`config.mk`:
```
export PLATFORM = sky130hd
export DESIGN_NAME = tdc_conv_ctrl
export DESIGN_NICKNAME = d
export VERILOG_FILES = /design/src/rtl/tdc_conv_ctrl.sv
export SDC_FILE = /design/constraint.sdc
export NUM_CORES = 1
export LEC_CHECK = 0
export ABC_CLOCK_PERIOD_IN_PS = 4500
export CORE_ASPECT_RATIO = 0.6
export CORE_MARGIN = 2
export CORE_UTILIZATION = 40
export CTS_CLUSTER_DIAMETER = 40
export DETAILED_ROUTE_END_ITERATION = 16
export GPL_TIMING_DRIVEN = 0
export MAX_ROUTING_LAYER = met4
export SETUP_SLACK_MARGIN = 0.05
export SYNTH_ARGS = -nofsm -noshare
export SYNTH_HDL_FRONTEND = slang
export SYNTH_SLANG_ARGS = --single-unit
export TNS_END_PERCENT = 30
```
`constraint.sdc`:
```
create_clock -name clk -period 4.5 [get_ports clk]
set_input_delay 0.675 -clock clk [delete_from_list [all_inputs] [get_ports clk]]
set_output_delay 0.675 -clock clk [all_outputs]
set_load 0.03 [all_outputs]
```
`src/rtl/tdc_conv_ctrl.sv`:
```
// -----------------------------------------------------------------------------
// tdc_conv_ctrl
//   Conversion sequencer for an N_BIT time-to-digital converter. A request is
//   accepted over a valid/ready handshake. Each round clears the TDC flops,
//   fires one start strobe to the DTC front end, waits SETTLE cycles for both
//   edges to cross the delay cascade, then captures the TDC code into an
//   accumulator. The result is held in HOLD until the consumer takes it.
//
//   Optional feature (macro TDC_CTRL_ACC_EN):
//     defined   - each request runs 2^ACC_LOG2 rounds; res_data is the sum.
//     undefined - one round per request; upper ACC_LOG2 bits of res_data are 0.
//
// Parameters:
//   N_BIT    TDC code width (must match the attached tdc instance)
//   SETTLE   cycles between start strobe and capture, 1..255
//   ACC_LOG2 log2 of rounds averaged per request, 0..4
//
// Ports:
//   clk         system clock
//   rst         synchronous active-high reset
//   req_valid   requester asks for a conversion
//   req_ready   controller can accept a request (IDLE only)
//   conv_start  one-cycle strobe launching the in/clk edge pair
//   tdc_rst_n   active-low clear for the tdc flops
//   tdc_out     raw TDC code
//   res_valid   result available
//   res_ready   consumer accepts result
//   res_data    zero-extended code, or sum of codes
//   busy        high in any state other than IDLE
// -----------------------------------------------------------------------------
module tdc_conv_ctrl #(
  parameter int N_BIT    = 2,
  parameter int SETTLE   = 4,
  parameter int ACC_LOG2 = 2
) (
  input  logic                      clk,
  input  logic                      rst,
  input  logic                      req_valid,
  output logic                      req_ready,
  output logic                      conv_start,
  output logic                      tdc_rst_n,
  input  logic [N_BIT-1:0]          tdc_out,
  output logic                      res_valid,
  input  logic                      res_ready,
  output logic [N_BIT+ACC_LOG2-1:0] res_data,
  output logic                      busy
);

  localparam int ACC_W = N_BIT + ACC_LOG2;
  localparam logic [7:0] SETTLE_LOAD = 8'(SETTLE - 1);

  typedef enum logic [2:0] {
    S_IDLE, S_CLR, S_FIRE, S_WAIT, S_CAPT, S_HOLD
  } state_t;

  state_t           state_q, state_d;
  logic [7:0]       settle_cnt;
  logic [ACC_W-1:0] acc;
  logic             accept;
  logic             more_rounds;

  // Next-cycle values of the registered outputs.
  logic req_ready_d, conv_start_d, tdc_rst_n_d, res_valid_d, busy_d;

  assign accept = (state_q == S_IDLE) && req_valid && req_ready;

`ifdef TDC_CTRL_ACC_EN
  localparam int REM_W = ACC_LOG2 + 1;
  localparam logic [REM_W-1:0] REM_LOAD = REM_W'((1 << ACC_LOG2) - 1);

  // Rounds still to run after the current one.
  logic [REM_W-1:0] rem_cnt;

  always_ff @(posedge clk) begin
    if (rst)                                  rem_cnt <= '0;
    else if (accept)                          rem_cnt <= REM_LOAD;
    else if (state_q == S_CAPT && more_rounds) rem_cnt <= rem_cnt - 1'b1;
  end

  assign more_rounds = (rem_cnt != '0);
`else
  assign more_rounds = 1'b0;
`endif

  // Next-state and output decode. Outputs are decoded from the next state and
  // then registered, so they change exactly on the edge the state changes and
  // read as all-zero while reset is held.
  always_comb begin
    // NOTE: every signal gets a default first so no path leaves it unassigned,
    // which would otherwise infer a latch.
    state_d = state_q;
    unique case (state_q)
      S_IDLE: if (accept)                  state_d = S_CLR;
      S_CLR:                               state_d = S_FIRE;
      S_FIRE:                              state_d = S_WAIT;
      S_WAIT: if (settle_cnt == 8'd0)      state_d = S_CAPT;
      S_CAPT:                              state_d = more_rounds ? S_CLR : S_HOLD;
      S_HOLD: if (res_valid && res_ready)  state_d = S_IDLE;
      default:                             state_d = S_IDLE;
    endcase

    req_ready_d  = (state_d == S_IDLE);
    conv_start_d = (state_d == S_FIRE);
    tdc_rst_n_d  = (state_d != S_CLR);
    res_valid_d  = (state_d == S_HOLD);
    busy_d       = (state_d != S_IDLE);
  end

  // NOTE: sequential state uses non-blocking assignments so every register
  // samples pre-edge values regardless of statement order.
  always_ff @(posedge clk) begin
    if (rst) begin
      state_q    <= S_IDLE;
      req_ready  <= 1'b0;
      conv_start <= 1'b0;
      tdc_rst_n  <= 1'b0;
      res_valid  <= 1'b0;
      busy       <= 1'b0;
    end else begin
      state_q    <= state_d;
      req_ready  <= req_ready_d;
      conv_start <= conv_start_d;
      tdc_rst_n  <= tdc_rst_n_d;
      res_valid  <= res_valid_d;
      busy       <= busy_d;
    end
  end

  // Settle counter: loaded in FIRE so WAIT spans SETTLE-1 down to 0.
  always_ff @(posedge clk) begin
    if (rst)                                      settle_cnt <= '0;
    else if (state_q == S_FIRE)                   settle_cnt <= SETTLE_LOAD;
    else if (state_q == S_WAIT && settle_cnt != 0) settle_cnt <= settle_cnt - 8'd1;
  end

  // Accumulator: wide enough for 2^ACC_LOG2 full-scale codes, so no overflow.
  always_ff @(posedge clk) begin
    if (rst)                    acc <= '0;
    else if (accept)            acc <= '0;
    else if (state_q == S_CAPT) acc <= acc + ACC_W'(tdc_out);
  end

  // acc only moves in CAPT or on accept, so it is stable throughout HOLD.
  assign res_data = acc;

endmodule

```
==> run_1/ff_map.png <==
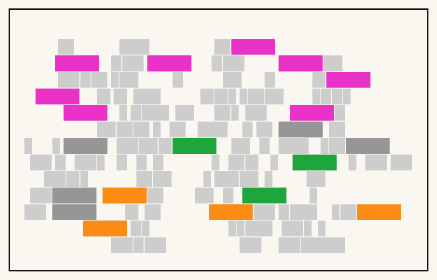
Key: res_data = orange [flops 4]; settle_cnt = magenta [flops 8]; state_q = green [flops 3]
Another 5 sequential cells are not coloured.

==> run_1/class_map.png <==
The bar under the picture is 20 um long.
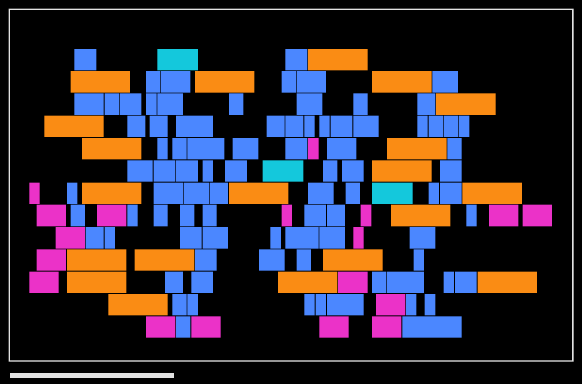
Key: clock-net drivers = cyan [cells 3]; remaining logic cells = blue [cells 87]; remaining buffers and delay cells = magenta [cells 18]; registers = orange [cells 20]

==> run_1/floorplan.png <==
Pins as bars on the die edge. Tap cells in grey.
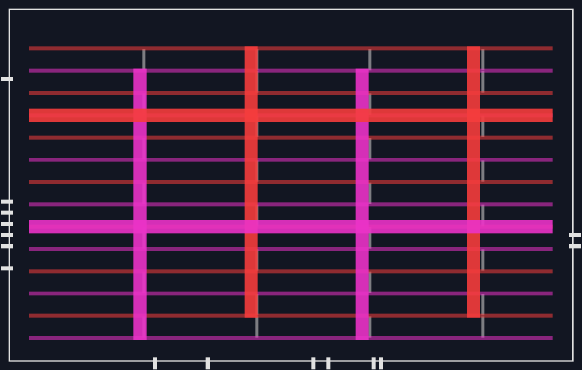
Key: VDD = red; VSS = magenta
15 signal pins sit on the boundary. 30 tap cells. 2 straps on met5. The core has 13 rows.

==> run_1/clock_wires.png <==
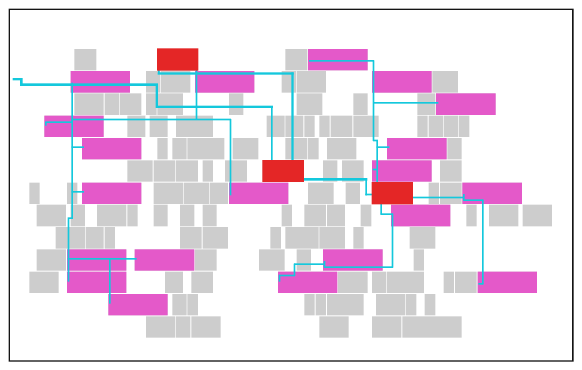
Key: flip-flops = magenta [count 20]; clock-net drivers = red [count 3]; clock wires = cyan [length 252 um]
There are 4 routed clock nets.
Clock Power: 0.116 mW
clk latency late pin: 0.26 ns

==> summary.txt, run 1 <==
impl run done, here's what came out: fmax=0.485 GHz, TritonCTS clock tree=done, total chip power=0.399 mW, Post-synth EDFFs=0, first-pass GRT wire length=3770 um, Max Slew Vio Count=0, fraction of layout cells with a size suffix above 1=8.59%, CP arrival=2.19 ns, global route overflow=0, average wire per standard cell=14.9 um, Ys Warns=0, Nets=141, Core ar.=0.00226 sq mm, clk_skew=0.00137 ns, Slew Limit Headroom=30.3%, Period Utilization, post-route=45.9%, RSZ-0062 raised after global routing=no, power density cells=329 mW/mm^2, yosys cell count=112, post-layout min period=2.06 ns, max-cap check violation count=0, clock slew at reported path FFs=0.07 ns, number of nets still failing antenna checks after routing=0, Hold Fails Final Rpt=0, DRT Pass-1 Iters=7, initial antenna violation count=0, Critical Path RT=4.63 ns, post-synth cell types=38, syn avg cell area=8.95 sq um, Hold EP=res_data[0], die span in y=42.8 um, Placer Congestion=0.834, H-tree depth=1, total negative slack=0 ns, Clock Sink Count=20, Die Wd=68.6 um, Synth Net Count=123, CTS root buf=clkbuf_8, Post-synth seq share=40.0%, Post-CTS Repair Setup Buffers=0, Final HPWL DP=1780 um, fp util=44.3%, I/O Buffers=13, DRC=0, IO Pins=15, post-cts gate resize count=0, status=complete, no violations, Antenna Cells=0, asr flop ratio synth=0%, Via density=5.72, VDD IR max=195 uV, Synth flops=20, final wirelength=2360 um, TritonCTS buffer count=3, Worst Hold Class=reg2reg, R2R Setup Slk=2.44 ns, vias in the first global route=808, tool warnings=27, top cells by area=dfxtp_1 40%, a21oi_1 5.5%, ha_1 5.0%, inv_1 3.4%, mux2i_1 3.0%, worst r2r src=settle_cnt[0], Cells after Synth=112, largest net degree at the start of global routing=11, RR Endpoint=settle_cnt[3], Yosys chip area=0.00100 sq mm, post-synth top area share=40.0%, hold_sp=res_data[0], CTS Buffer Depth=2, Slew @ Worst Pin=1.04 ns, Cell Area, Synth=0.00100 sq mm, main flop type=dfxtp_1, gr usage total=18.4%, worst-path fanout max=8, post-synth top area cell=dfxtp_1, cell row count=13, fillers=219, Startpoint Class=flop, Setup-failing EPs final=0, Area growth syn-to-layout=20.8%, Hold Path Depth=2, Crit Path Class=reg2reg, hold buffer count at cts=0, DRT iter0 DRCs=42, Register-to-Register Path Depth=5
## run 1: worst max path at each step
stage | startpoint | end | slack, ns | cells after the start
2_1_floorplan | tdc_out[0] | res_data[2] | 2.75 | 5
3_3_place_gp | tdc_out[0] | res_data[2] | 2.17 | 6
3_5_place_dp | tdc_out[0] | res_data[2] | 2.17 | 6
4_1_cts | tdc_out[0] | res_data[2] | 2.44 | 6
5_1_grt | settle_cnt[0] | settle_cnt[3] | 2.30 | 5
6_report | settle_cnt[0] | settle_cnt[3] | 2.44 | 5
## run 1: metal layers
layer  GRT usage (%)  vias up  part of all wire [%]
met1            27.7      429                    56
met4            4.80        0                  0.51
li1                -      451                     -
met2            22.7       22                    38
met5               -        -                     0
met3            6.37        2                   5.0
## run 1: state kept, by name, summed over array words and instances (netlist names)
signal      flops
busy            1
tdc_rst_n       1
state_q         3
res_data        4
settle_cnt      8
req_ready       1
conv_start      1
res_valid       1
## run 1: Yosys cell counts, types with 4 or more instances
library cell,number
ha_1,4
a21oi_1,11
nand2_1,5
clkbuf_1,4
nor2_1,5
dfxtp_1,20
nand3b_1,4
nand3_1,5
inv_1,9
a211oi_1,4
## run 1: through the flow
step                      util [%]  instance area [sq um]  hold WS, ns  setup WS (ns)  instances
after floorplan                  -                   1000        0.471           2.75        112
after global placement        51.7                   1170        0.462           2.17        155
after detailed placement      51.7                   1170        0.476           2.17        155
after CTS                     53.6                   1210        0.485           2.44        158
after global routing          53.6                   1210        0.514           2.30        158
final                         53.6                   1210        0.478           2.44        158
## run 1: critical path: stages, from the launching register on
cell and delay [ns]:
dfxtp_1 0.32, inv_1 0.12, ha_1 0.23, nor3b_1 0.78, a2111oi_0 0.30, mux2i_1 0.18
## run 1: report_power, final
group	internal, mW	switching (mW)	total, mW
clock network	0.0596	0.0560	0.116
registers	0.187	0.00544	0.193
logic	0.0355	0.0549	0.0904
total	0.282	0.116	0.399
## run 1: cells by family after synthesis
kind of cell | share of synthesized area (%)
compound gates | 18.6
fa+ha+maj | 6.99
buf+inv | 5.62
flops | 39.9
mux | 3.00
simple gates | 25.8
## run 1: layout by cell type (no fill, tap or decap), types with 4 or more instances in the layout
cell type,synthesis,final
clkbuf_1,4,4
dfxtp_1,20,20
nor2_1,5,5
nand3_1,5,5
a21oi_1,11,11
nand3b_1,4,4
ha_1,4,4
inv_1,9,9
clkdlybuf4s50_1,0,13
nand2_1,5,5
a211oi_1,4,4
## run 1: layout make-up
cell class	count	area, sq um	share of cell area (%)
Clock buffer	3	41.3	3.41
Buffer	5	18.8	1.55
Tap cell	30	37.5	3.10
Multi-Input combinational cell	77	546	45.0
Sequential cell	20	400	33.1
Inverter	10	37.5	3.10
Timing Repair Buffer	13	130	10.7
--- run 2 (diff from run 1) ---
--- a/config.mk
+++ b/config.mk
@@ -5,7 +5,7 @@
 export SDC_FILE = /design/constraint.sdc
 export NUM_CORES = 1
 export LEC_CHECK = 0
-export ABC_CLOCK_PERIOD_IN_PS = 4500
+export ABC_CLOCK_PERIOD_IN_PS = 1900
 export CORE_ASPECT_RATIO = 0.6
 export CORE_MARGIN = 2
 export CORE_UTILIZATION = 40
==> constraint.sdc (replaced) <==
create_clock -name clk -period 1.9 [get_ports clk]
set_input_delay 0.285 -clock clk [delete_from_list [all_inputs] [get_ports clk]]
set_output_delay 0.285 -clock clk [all_outputs]
set_load 0.03 [all_outputs]
==> run_2/clock_wires.png <==
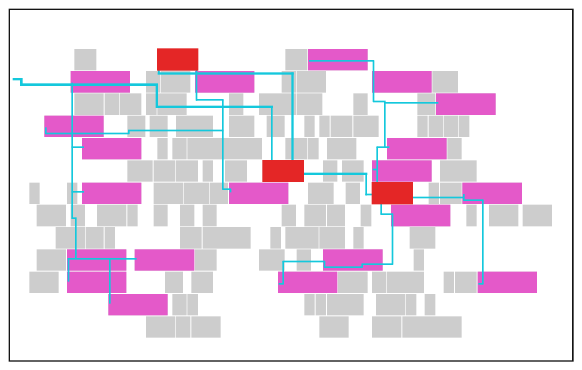
Key: clock wires = cyan [length 255 um]; clock-net drivers = red [count 3]; flip-flops = magenta [count 20]
There are 4 routed clock nets.

==> run 2 against run 1 <==
Compared with the run above: register-to-register slack got worse by 2.3 ns; first-iteration DRC count unchanged; core utilization is 1.5 points higher; synthesized cell count stayed put; non-clock buffer count unchanged; final area is 2.8% higher; count of clock-buffer cells in the layout unchanged; critical path depth did not move; cell count is the same; largest power group unchanged.
==> summary.txt, run 2 <==
impl run done, here's what came out: Clock power frac=28.6% (-0.4 points), TritonCTS buffer count=3 (unchanged), most frequent cell after synthesis=dfxtp_1, Mux area share=3.00% (unchanged), number of nets still failing antenna checks after routing=0 (unchanged), CP arrival=1.94 ns (-0.25 ns), DRT Pass-1 Iters=6 (-1), Yosys chip area=0.00100 sq mm (unchanged), fraction of layout cells with a size suffix above 1=12.5% (+3.9 points), CTS root buf=clkbuf_8, max-cap check violation count=0 (unchanged), Area growth syn-to-layout=24.2%, Placer Congestion=0.834 (unchanged), yosys xor share=0% (unchanged), R2R Setup Slk=0.14 ns (-2.29 ns), fp util=44.3% (unchanged), Crit Path Class=reg2reg, Psw=0.281 mW (+140%), Slew @ Worst Pin=0.732 ns (-0.304 ns), DRT iter0 DRCs=42 (unchanged), yosys adder share=6.99% (unchanged), Sequential Power Share=47.7% (-0.6 points), Hold Path Depth=2 (unchanged), CP max stage delay=0.48 ns (-0.30 ns), clk latency late pin=0.26 ns (about the same), met2 usage=22.7% (unchanged), asr flop ratio synth=0% (unchanged), Startpoint Class=flop, Cell Area, Synth=0.00100 sq mm (unchanged), placed inst area=0.00117 sq mm (unchanged), Nets=141 (unchanged), cell row count=13 (unchanged), commonest cells in the synthesized netlist=20 x dfxtp_1, 11 x a21oi_1, 9 x inv_1, DRC=0 (unchanged), met3 usage=6.37% (unchanged), RSZ-0062 raised after global routing=yes, Post-Layout Inst Area=0.00124 sq mm (+2.8%), yosys cell count=112 (unchanged), die span in y=42.8 um (unchanged), H-tree depth=1 (unchanged), Register-to-Register Path Depth=5 (unchanged), Clock Sink Count=20 (unchanged), hold buffer count at cts=0 (unchanged), initial antenna violation count=0 (unchanged), final wirelength=2350 um (-0.59%), I/O Buffers=13 (unchanged), Top Usage Layer GRT=met1, VDD IR max=463 uV (+140%), vias in the first global route=810 (+0.25%), tool warnings=28 (+3.7%), syn avg cell area=8.95 sq um (unchanged), worst r2r src=settle_cnt[0], TritonCTS clock tree=done, IO Pins=15 (unchanged), power share of the combinational group=23.7% (+1.0 points), first-pass GRT wire length=3800 um (+0.72%), Place WS=-0.100 ns (-2.27 ns), status=complete, no violations, hold_ws=0.392 ns (-0.0864 ns), Ys Warns=0 (unchanged), post-synth top area share=40.0% (unchanged), Setup-failing EPs final=0 (unchanged), Most flops, register=settle_cnt, Core ar.=0.00226 sq mm (unchanged), switch share=29.3% (+0.13 points), Worst Hold Class=in2reg, post-layout min period=1.76 ns (-0.306 ns), Hold EP=res_valid, post-synth cell types=38 (unchanged), main flop type=dfxtp_1, met1 usage=28.0% (+0.32 points), Top Layout Cells=20 x dfxtp_1, 13 x clkdlybuf4s50_1, 11 x a21oi_1, Max Slew Vio Count=0 (unchanged), average wire per standard cell=14.9 um (-0.59%), Dominant combinational family=simple AND/OR/NAND/NOR gates, Post-synth EDFFs=0 (unchanged), Antenna Cells=0 (unchanged), hold_sp=rst, full die area=0.00294 sq mm, fmax=0.569 GHz (+17%), worst-path fanout max=4 (-4), clk_skew=0.00329 ns (+0.00193 ns), Critical Path RT=2.09 ns (-2.54 ns), largest net degree at the start of global routing=11 (unchanged), Post-CTS Repair Setup Buffers=0 (unchanged), post-synth top area cell=dfxtp_1, crit-path cells=inv_1, ha_4, or3b_2, or3_2, a21oi_1, Die Wd=68.6 um (unchanged), Synth Net Count=123 (unchanged), clock slew at reported path FFs=0.07 ns (about the same), Basic Gates by Area=25.8% (unchanged), Cells after Synth=112 (unchanged), CP max-delay cell=or3b_2, Top cell excl fill/tap=dfxtp_1, gr usage total=18.6% (+0.11 points), power density cells=769 mW/mm^2 (+130%), Slew Limit Headroom=50.7% (+20 points), Via density=5.72 (-0.11%), Period Utilization, post-route=92.5% (+47 points), Synth flops=20 (unchanged), Pint=0.677 mW (+140%), CTS Buffer Depth=2 (unchanged), RR Endpoint=state_q[2]
==> run_2/class_map.png <==
The bar under the picture is 20 um long.
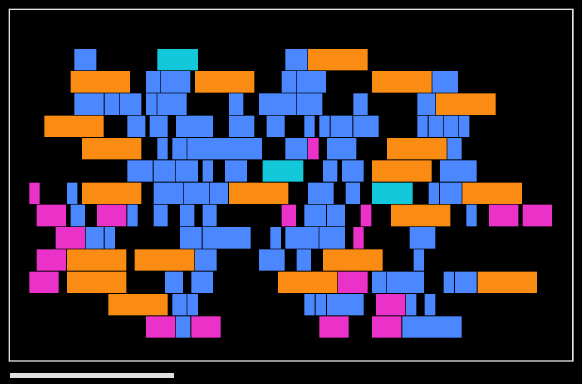
Key: remaining buffers and delay cells = magenta [cells 18]; clock-net drivers = cyan [cells 3]; remaining logic cells = blue [cells 87]; registers = orange [cells 20]

-- run 2: layer usage --
metal	wire [um]	vias up
met2	919	17
met1	1300	431
met5	0	-
met3	115	2
li1	-	453
met4	12	0
-- run 2: kinds of logic after synthesis --
kind of cell | Yosys count
adder cells (fa/ha/maj) | 5
AND-OR/OR-AND | 28
buffers and inverters | 15
AND/OR/NAND/NOR | 41
flip-flops | 20
multiplexers | 3
-- run 2: power by group through the flow --
stage | Clock [mW] | Sequential (mW) | Combinational [mW]
finish | 0.274 | 0.457 | 0.227
global route | 0.306 | 0.460 | 0.248
CTS | 0.284 | 0.456 | 0.213
detailed placement | 0 | 0.465 | 0.211
global placement | 0 | 0.465 | 0.206
floorplan | 0 | 0.487 | 0.118
-- run 2: repair_timing --
| action | CTS | global route |
|---|---|---|
| gates cloned | 0 | 0 |
| resized | 1 | 7 |
| pin swaps | 0 | 1 |
| setup endpoints to repair | 5 | 11 |
-- run 2: critical path, delay by kind of cell (launching register included) --
family          cells  cell delay (ns)
compound gates      1             0.16
simple gates        2             0.90
flops               1             0.32
buf+inv             1             0.15
fa+ha+maj           1             0.17
-- run 2: metrics by stage --
stage,setup TNS (ns),instances,util (%)
after floorplan,0,112,-
after global placement,-0.170,155,51.7
after detailed placement,-0.232,155,51.7
after CTS,0,158,53.8
after global routing,0,158,55.1
final,0,158,55.1
-- run 2: worst max path at each step --
stage | startpoint | endpoint | slack (ns) | cells after the start
after global placement | settle_cnt[0] | settle_cnt[3] | -0.08 | 5
after global routing | state_q[1] | state_q[2] | 0.006 | 4
final | settle_cnt[0] | state_q[2] | 0.14 | 5
after floorplan | res_data[0] | res_data[2] | 0.24 | 5
after detailed placement | settle_cnt[0] | settle_cnt[3] | -0.10 | 5
after CTS | settle_cnt[2] | settle_cnt[3] | 0.05 | 3
-- run 2: area by class of cell --
cell class | count | area (sq um)
Fill cell | 213 | 1020
Multi-Input combinational cell | 77 | 578
Sequential cell | 20 | 400
Timing Repair Buffer | 13 | 130
Clock buffer | 3 | 41.3
Inverter | 10 | 37.5
Tap cell | 30 | 37.5
Buffer | 5 | 20.0
==> run_2/floorplan.png <==
Pins as bars on the die edge. Tap cells in grey.
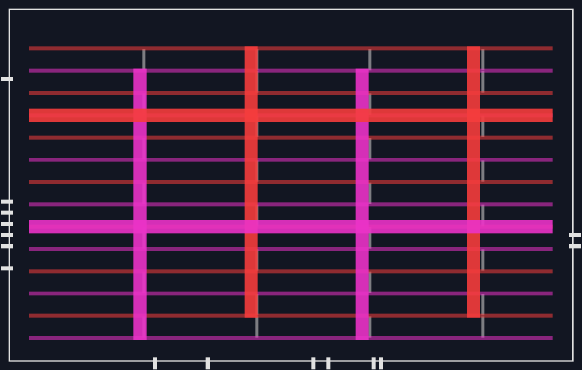

--- run 3 (diff from run 2) ---
--- a/config.mk
+++ b/config.mk
@@ -13,6 +13,7 @@
 export DETAILED_ROUTE_END_ITERATION = 16
 export GPL_TIMING_DRIVEN = 0
 export MAX_ROUTING_LAYER = met4
+export PLACE_DENSITY = 0.63
 export SETUP_SLACK_MARGIN = 0.05
 export SYNTH_ARGS = -nofsm -noshare
 export SYNTH_HDL_FRONTEND = slang
==> run_3/floorplan.png <==
Pins as bars on the die edge. Tap cells in grey.
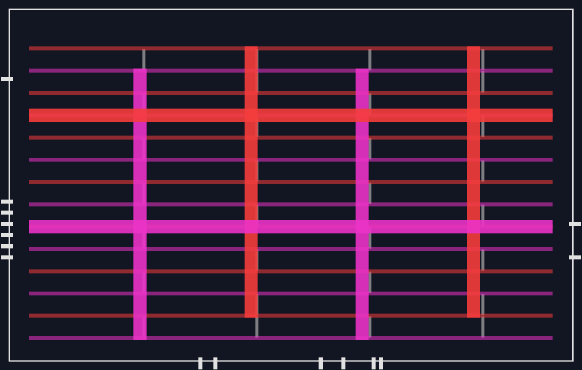
Key: VDD = red; VSS = magenta
14 met1 rails follow the rows. The core has 13 rows. 4 straps on met4. 30 tap cells. 2 straps on met5.
die span in y: 42.8 um
Core ar.: 0.00226 sq mm
VDD IR max: 437 uV
Die Wd: 68.6 um

==> run_3/clock_wires.png <==
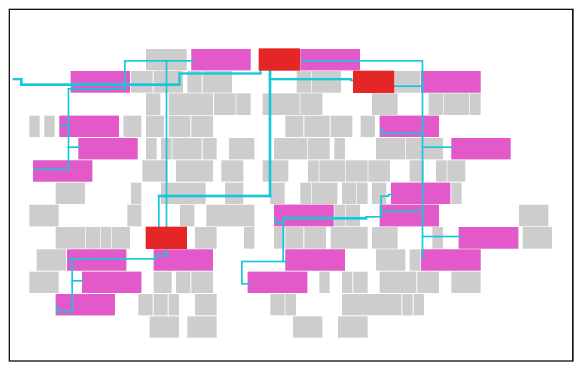
Key: clock-net drivers = red [count 3]; flip-flops = magenta [count 20]; clock wires = cyan [length 262 um]
There are 4 routed clock nets.
Clock power frac: 32.4%
clk_skew: 0.00435 ns
Clock Power: 0.327 mW

==> run 3 against run 2 <==
Compared with the run above: global-route usage up 0.46 points; synthesized cell count unchanged; clock power up 19%; highest routed layer unchanged; largest power group unchanged; die size unchanged.
==> summary.txt, run 3 <==
impl run done, here's what came out: status=complete, no violations, CP arrival=1.94 ns (about the same), non-filler instance count after layout=159 (+0.63%), TritonCTS clock tree=done, Leak=0.426 nW, hold_sp=rst, R2R Setup Slk=0.16 ns (about the same), full die area=0.00294 sq mm (unchanged), Psw=0.292 mW (+4.0%), Cells after Synth=112 (unchanged), I/O Buffers=13 (unchanged), Yosys chip area=0.00100 sq mm (unchanged), setup slack after layout=0.157 ns, main flop type=dfxtp_1, vias in the first global route=844 (+4.2%), hold_ws=0.412 ns (+0.0207 ns), average wire per standard cell=14.7 um (-1.3%), Ys Warns=0 (unchanged), Most flops, register=settle_cnt, yosys cell count=112 (unchanged), largest net degree at the start of global routing=12 (+1), RSZ-0062 raised after global routing=yes, number of nets still failing antenna checks after routing=0 (unchanged), met2 usage=23.3% (+0.58 points), placed instance count=155 (unchanged), RR Endpoint=state_q[2], Synth flops=20 (unchanged), Via Count=913, CTS root buf=clkbuf_8, power density cells=805 mW/mm^2 (+4.6%), most frequent cell after synthesis=dfxtp_1, Slew @ Worst Pin=0.713 ns (-0.0195 ns), post-synth top area cell=dfxtp_1, IO Pins=15 (unchanged), TritonCTS buffer count=3 (unchanged), CTS Buffer Depth=2 (unchanged), Antenna Cells=0 (unchanged), Period Utilization, post-route=91.8% (-0.77 points), Placer Congestion=0.793 (-4.9%), Clock Sink Count=20 (unchanged), Critical Path RT=2.10 ns (about the same), Top Usage Layer GRT=met1, worst-path fanout max=4 (unchanged), Sequential Power Share=45.3% (-2.4 points), Crit Path Class=reg2reg, Synth Net Count=123 (unchanged), Area growth syn-to-layout=25.1%, total chip power=1.01 mW, top cells by area=dfxtp_1 40%, a21oi_1 5.5%, ha_1 5.0%, inv_1 3.4%, mux2i_1 3.0%, Post-synth seq share=40.0%, syn avg cell area=8.95 sq um (unchanged), Slew Limit Headroom=52.0% (+1.3 points), max reg flops=8, switch share=28.9% (-0.37 points), DRC=0 (unchanged), tool warnings=28 (unchanged), DRT Pass-1 Iters=4 (-2), Post-Layout Inst Area=0.00125 sq mm (+0.70%), Max Slew Vio Count=0 (unchanged), placed inst area=0.00117 sq mm (unchanged), Post-synth EDFFs=0 (unchanged), power share of the combinational group=22.3% (-1.4 points), clk latency late pin=0.26 ns (about the same), final core occ=55.5% (+0.39 points), Nets=141 (unchanged), commonest cells in the synthesized netlist=20 x dfxtp_1, 11 x a21oi_1, 9 x inv_1, Worst Setup End Kind=flop, cell row count=13 (unchanged), Hold EP=res_valid, Post-CTS Repair Setup Buffers=0 (unchanged), met1 usage=28.9% (+0.85 points), gr usage total=19.0% (+0.46 points), Register-to-Register Path Depth=5 (unchanged), final wirelength=2330 um (-0.72%), Top Layout Cells=20 x dfxtp_1, 13 x clkdlybuf4s50_1, 11 x a21oi_1, global route overflow=0, Setup-failing EPs final=0 (unchanged), Via density=5.74 (+0.47%), post-layout min period=1.74 ns (-0.0147 ns), Place WS=-0.0696 ns (+0.0306 ns), post-synth cell types=38 (unchanged), Startpoint Class=flop, Hold Fails Final Rpt=0, Worst Hold Class=in2reg, Hold Path Depth=2 (unchanged), initial antenna violation count=0 (unchanged), Pint=0.717 mW (+5.9%), fmax=0.574 GHz (+0.84%), total negative slack=0 ns (unchanged), H-tree depth=1 (unchanged), fraction of layout cells with a size suffix above 1=14.7% (+2.2 points), clock slew at reported path FFs=0.07 ns (about the same), worst r2r src=settle_cnt[0], met3 usage=6.37% (unchanged), DRT iter0 DRCs=59 (+40%), asr flop ratio synth=0% (unchanged), Final HPWL DP=1720 um, max-cap check violation count=0 (unchanged), post-synth top area share=40.0% (unchanged), Cell Area, Synth=0.00100 sq mm (unchanged), first-pass GRT wire length=3990 um (+4.9%), Top cell excl fill/tap=dfxtp_1, fp util=44.3% (unchanged)
-- run 3: how the worst max path moves through the flow --
stage,start,to,slack [ns],cells after the start
6_report,settle_cnt[0],state_q[2],0.16,5
5_1_grt,settle_cnt[1],state_q[2],0.04,5
4_1_cts,state_q[0],settle_cnt[3],0.11,4
3_5_place_dp,settle_cnt[0],settle_cnt[3],-0.07,5
3_3_place_gp,settle_cnt[0],settle_cnt[3],-0.06,5
2_1_floorplan,res_data[0],res_data[2],0.24,5
-- run 3: critical path, stage by stage, from the launching register on --
cell	delay [ns]
dfxtp_1	0.33
inv_2	0.08
ha_2	0.21
or3b_2	0.49
or3_2	0.42
a21oi_1	0.15
-- run 3: metal layers --
metal | up-vias | wire length, um
met3 | 3 | 127
met1 | 434 | 1310
met5 | - | 0
met2 | 24 | 878
li1 | 452 | -
met4 | 0 | 16
-- run 3: cell type report --
type                    count  area, sq um
plain buffers               5         20.0
clock buffers               4         55.1
fillers                   219         1010
inverters                  10         37.5
multi-input cells          77          573
flip-flops and latches     20          400
well taps                  30         37.5
repair buffers             13          130
-- run 3: logic make-up after synthesis --
logic type	count (synthesis)	synth area share, %
mux	3	3.00
flops	20	39.9
fa+ha+maj	5	6.99
compound gates	28	18.6
simple gates	41	25.8
buf+inv	15	5.62
-- run 3: what timing repair did --
action,CTS,global route
endpoints found under the setup margin,4,6
gates resized,1,8
hold buffers,0,0
-- run 3: power groups by stage --
stage	combinational (mW)	clock [mW]	sequential, mW
6_report	0.225	0.327	0.456
5_1_grt	0.246	0.357	0.460
4_1_cts	0.214	0.333	0.456
3_5_place_dp	0.212	0	0.465
3_3_place_gp	0.206	0	0.465
2_1_floorplan	0.118	0	0.487
Power is estimated from default activity; no workload was simulated.
